### src/rtl/uart_rx_core.sv
// uart_rx_core: 16x-oversampled UART receiver with start-glitch rejection and framing check.
// Define UART_RX_PARITY_EN for 8E1 framing with parity_err; otherwise 8N1 and parity_err=0.
module uart_rx_core #(
  parameter int unsigned CLK_FREQ   = 50000000,
  parameter int unsigned BAUD_RATE  = 9600,
  parameter int unsigned OVERSAMPLE = 16
) (
  input  logic       clk,
  input  logic       reset,
  input  logic       rx,
  output logic [7:0] data,
  output logic       valid,
  output logic       frame_err,
  output logic       parity_err,
  output logic       busy
);

  localparam int unsigned DIV   = CLK_FREQ / (BAUD_RATE * OVERSAMPLE);
  localparam int unsigned DIV_W = (DIV > 1) ? $clog2(DIV) : 1;
  localparam int unsigned OS_W  = $clog2(OVERSAMPLE);

  localparam logic [DIV_W-1:0] DIV_LAST = DIV_W'(DIV - 1);
  localparam logic [OS_W-1:0]  OS_MID   = OS_W'(OVERSAMPLE / 2 - 1);
  localparam logic [OS_W-1:0]  OS_LAST  = OS_W'(OVERSAMPLE - 1);

`ifdef UART_RX_PARITY_EN
  typedef enum logic [2:0] {StIdle, StStart, StData, StParity, StStop, StBrk} state_e;
`else
  typedef enum logic [2:0] {StIdle, StStart, StData, StStop, StBrk} state_e;
`endif

  state_e           state_q;
  logic             rx_meta_q;
  logic             rx_s;
  logic [DIV_W-1:0] div_cnt_q;
  logic [OS_W-1:0]  os_cnt_q;
  logic [2:0]       bit_cnt_q;
  logic [7:0]       shreg_q;
  logic             tick;
`ifdef UART_RX_PARITY_EN
  logic             par_bad_q;
`endif

  // Two-flop synchroniser; idles at the line's mark level.
  always_ff @(posedge clk) begin
    if (!reset) begin
      rx_meta_q <= 1'b1;
      rx_s      <= 1'b1;
    end else begin
      rx_meta_q <= rx;
      rx_s      <= rx_meta_q;
    end
  end

  assign tick = (div_cnt_q == DIV_LAST);

  // Held at zero while idle so the first tick lands DIV cycles after start detection.
  always_ff @(posedge clk) begin
    if (!reset) begin
      div_cnt_q <= '0;
    end else if (state_q == StIdle || tick) begin
      div_cnt_q <= '0;
    end else begin
      div_cnt_q <= div_cnt_q + 1'b1;
    end
  end

  always_ff @(posedge clk) begin
    if (!reset) begin
      state_q    <= StIdle;
      os_cnt_q   <= '0;
      bit_cnt_q  <= '0;
      shreg_q    <= '0;
      data       <= '0;
      valid      <= 1'b0;
      frame_err  <= 1'b0;
      busy       <= 1'b0;
`ifdef UART_RX_PARITY_EN
      par_bad_q  <= 1'b0;
      parity_err <= 1'b0;
`endif
    end else begin
      valid     <= 1'b0;
      frame_err <= 1'b0;
`ifdef UART_RX_PARITY_EN
      parity_err <= 1'b0;
`endif
      case (state_q)
        StIdle: begin
          busy <= 1'b0;
          if (!rx_s) begin
            state_q  <= StStart;
            os_cnt_q <= '0;
            busy     <= 1'b1;
`ifdef UART_RX_PARITY_EN
            par_bad_q <= 1'b0;
`endif
          end
        end
        StStart: begin
          if (tick) begin
            if (os_cnt_q == OS_MID) begin
              os_cnt_q <= '0;
              if (!rx_s) begin
                state_q   <= StData;
                bit_cnt_q <= '0;
              end else begin
                state_q <= StIdle;
                busy    <= 1'b0;
              end
            end else begin
              os_cnt_q <= os_cnt_q + 1'b1;
            end
          end
        end
        StData: begin
          if (tick) begin
            if (os_cnt_q == OS_LAST) begin
              os_cnt_q  <= '0;
              shreg_q   <= {rx_s, shreg_q[7:1]};
              bit_cnt_q <= bit_cnt_q + 1'b1;
              if (bit_cnt_q == 3'd7) begin
`ifdef UART_RX_PARITY_EN
                state_q <= StParity;
`else
                state_q <= StStop;
`endif
              end
            end else begin
              os_cnt_q <= os_cnt_q + 1'b1;
            end
          end
        end
`ifdef UART_RX_PARITY_EN
        StParity: begin
          if (tick) begin
            if (os_cnt_q == OS_LAST) begin
              os_cnt_q  <= '0;
              par_bad_q <= ^{shreg_q, rx_s};
              state_q   <= StStop;
            end else begin
              os_cnt_q <= os_cnt_q + 1'b1;
            end
          end
        end
`endif
        StStop: begin
          if (tick) begin
            if (os_cnt_q == OS_LAST) begin
              os_cnt_q <= '0;
              if (rx_s) begin
                // Leaving mid-stop-bit lets a zero-gap next start edge be caught.
                state_q <= StIdle;
                busy    <= 1'b0;
`ifdef UART_RX_PARITY_EN
                if (par_bad_q) begin
                  parity_err <= 1'b1;
                end else begin
                  data  <= shreg_q;
                  valid <= 1'b1;
                end
`else
                data  <= shreg_q;
                valid <= 1'b1;
`endif
              end else begin
                frame_err <= 1'b1;
                state_q   <= StBrk;
              end
            end else begin
              os_cnt_q <= os_cnt_q + 1'b1;
            end
          end
        end
        StBrk: begin
          if (rx_s) begin
            state_q <= StIdle;
            busy    <= 1'b0;
          end
        end
        default: begin
          state_q <= StIdle;
          busy    <= 1'b0;
        end
      endcase
    end
  end

`ifndef UART_RX_PARITY_EN
  assign parity_err = 1'b0;
`endif

endmodule
### config.mk
export PLATFORM = sky130hd
export DESIGN_NAME = uart_rx_core
export DESIGN_NICKNAME = d
export VERILOG_FILES = /design/src/rtl/uart_rx_core.sv
export SDC_FILE = /design/constraint.sdc
export NUM_CORES = 1
export LEC_CHECK = 0
export ABC_AREA = 1
export CAP_MARGIN = 25
export CELL_PAD_IN_SITES_DETAIL_PLACEMENT = 1
export CELL_PAD_IN_SITES_GLOBAL_PLACEMENT = 1
export CORE_AREA = 2 2 69 71
export CTS_CLUSTER_SIZE = 20
export DETAILED_ROUTE_END_ITERATION = 8
export DIE_AREA = 0 0 71 73
export GPL_TIMING_DRIVEN = 0
export PLACE_DENSITY_LB_ADDON = 0.25
export SLEW_MARGIN = 15
export SYNTH_ARGS = -nofsm -noshare
export SYNTH_HDL_FRONTEND = slang
export SYNTH_SLANG_ARGS = --single-unit
export TNS_END_PERCENT = 30
### constraint.sdc
create_clock -name clk -period 1.77 [get_ports clk]
set_input_delay 0.531 -clock clk [delete_from_list [all_inputs] [get_ports clk]]
set_output_delay 0.531 -clock clk [all_outputs]
set_load 0.01 [all_outputs]
**The metal 3 layer**

Bar = 20 µm.
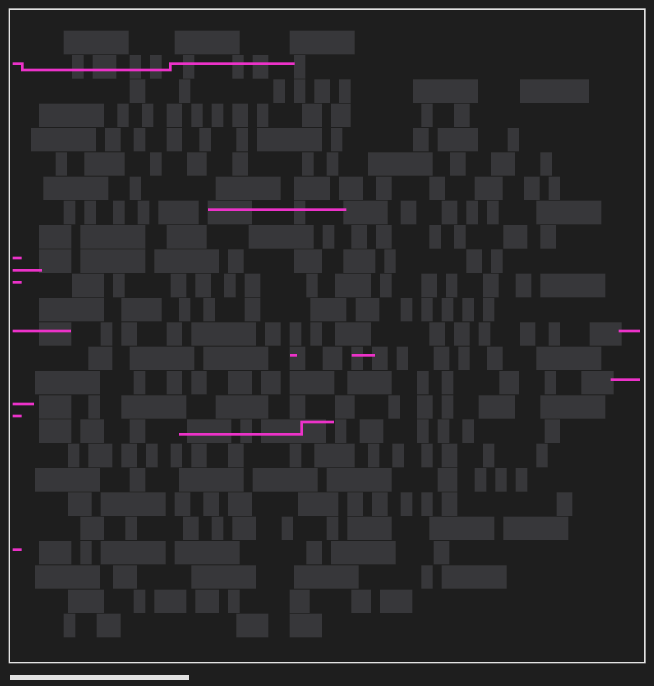
longest straight run: 16.6 µm
share of all routed wire: 2.3%
main direction: horizontal

**Routing congestion**

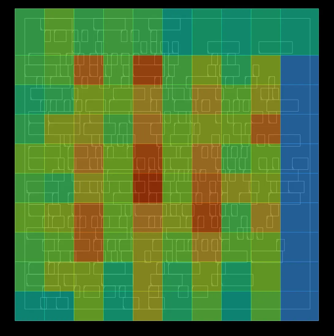
met1 demand-to-capacity share in global routing: 22.0%
Global Route met3 Usage: 3.73%
final core area utilization: 46.7%
per-cell routed wire length: 12.5 µm
overall track demand over capacity in global routing: 16.1%

==> reports/metrics.json <==
{
  "worst_setup_hold_path_clk_slew": {"value": 0.08, "unit": "ns"},
  "numSynthFlops": {"value": 40},
  "dpl_worst_slack": {"value": -0.539, "unit": "ns"},
  "netlist_area": {"value": 1770, "unit": "µm²"},
  "numPortBuffers": {"value": 13},
  "overflow_after_grt": {"value": 0},
  "finClkSkew": {"value": 0.00434, "unit": "ns"},
  "avgSynthCellArea": {"value": 7.68, "unit": "µm²"},
  "totalNegativeSetupSlack": {"value": 0, "unit": "ns"},
  "layout_top_cell_excl_fill_tap": {"value": "dfxtp_1"},
  "placement_rows": {"value": 25},
  "die_area": {"value": 5180, "unit": "µm²"},
  "critPathArrivalTime": {"value": 1.16, "unit": "ns"},
  "via_count_of_the_routed_design": {"value": 1536},
  "openroad.warnings": {"value": 27},
  "die_h": {"value": 73, "unit": "µm"},
  "post_drt_via_cell_ratio": {"value": 4.95},
  "crit_path_max_incr_delay": {"value": 0.54, "unit": "ns"},
  "unrepaired_setup_endpoints_after_global_routing": {"value": "no"},
  "largest_net_degree_at_the_start_of_global_routing": {"value": 13},
  "num_io_pins": {"value": 15},
  "width_of_the_die": {"value": 71, "unit": "µm"},
  "netlist_instances": {"value": 230},
  "max_cap_violations": {"value": 0},
  "status": {"value": "finished clean"},
  "final_nets": {"value": 263},
  "yosys-stat-cells": {"value": 230},
  "synthesis.yosys.warnings": {"value": 0},
  "totalPowerFinal": {"value": 2.05, "unit": "mW"},
  "post_synth_num_cell_types": {"value": 30},
  "timing.hold.worst.class": {"value": "flop to flop"},
  "crit_required": {"value": 1.24, "unit": "ns"},
  "critPathLaunchType": {"value": "flop"},
  "yosysSeqAreaShare": {"value": 45.4, "unit": "%"},
  "setup_ws": {"value": 0.0787, "unit": "ns"},
  "detailedRoute.firstPassIterationCount": {"value": 4},
  "ys_area": {"value": 1770, "unit": "µm²"},
  "crit_path_buffers_inverters": {"value": 1},
  "xor_area_share": {"value": 0.992, "unit": "%"}
}
**Signal wires by layer**

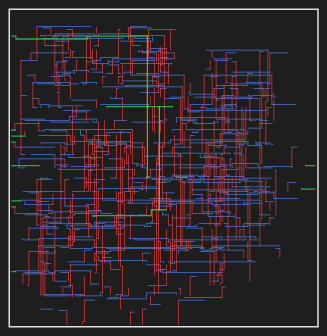
| colour | layer | wire length |
|---|---|---|
| red | metal 2 | 1700 µm |
| blue | metal 1 | 2020 µm |
| green | metal 3 | 87.8 µm |
| orange | metal 4 | 56.4 µm |

[repair_timing]
item	in CTS	in global routing
buffers inserted	3	2
hold buffers	0	0
pin swaps	1	2
setup endpoints to repair	16	15
gates resized	3	6
[cells in the mapped netlist, drive strengths merged]
master / instances
nand2: 41
dfxtp: 40
nor2: 33
inv: 26
a21oi: 21
o21ai: 16
nand3: 12
nor3: 8
a211oi: 7
buf: 5
ha: 5
nor4: 4
nand3b: 3
clkbuf: 2
or2: 2
xor2: 2
a31oi: 1
conb: 1
nor3b: 1
[registers in the layout, indices dropped and copies added, names as in the netlist]
signal,count
shreg_q,8
state_q,3
busy,1
bit_cnt_q,3
frame_err,1
os_cnt_q,4
rx_meta_q,1
data,8
div_cnt_q,9
valid,1
rx_s,1
[layer usage]
layer	global-route usage, %	up-vias	share of wire (%)
li1	-	801	-
met1	22.0	715	52
met2	25.1	16	44
met3	3.73	4	2.3
met4	5.66	0	1.5
met5	0	-	0
[path summary, 6_finish.rpt]
kind                              startpoint       to  slack (ns)  depth (start not counted)
worst max-delay path                 data[7]  data[7]        0.08                          1
worst max register to register  div_cnt_q[0]  data[5]        0.14                          9
worst min register to register     rx_meta_q     rx_s        0.42                          1
worst min-delay path               rx_meta_q     rx_s        0.42                          1
[where the power goes]
group	internal (mW)	switching, mW
Sequential	0.945	0.0364
Clock	0.317	0.311
Combinational	0.141	0.301
Total	1.40	0.649
[layout make-up]
| class | instances | area, µm² |
|---|---|---|
| plain buffers | 7 | 45.0 |
| clock buffers | 7 | 86.3 |
| clock inverters | 1 | 7.51 |
| fillers | 567 | 2420 |
| inverters | 26 | 97.6 |
| multi-input cells | 157 | 845 |
| flip-flops and latches | 40 | 802 |
| well taps | 54 | 67.6 |
| repair buffers | 18 | 168 |
Power figures rest on the tool's default switching activity, not on a simulated workload.
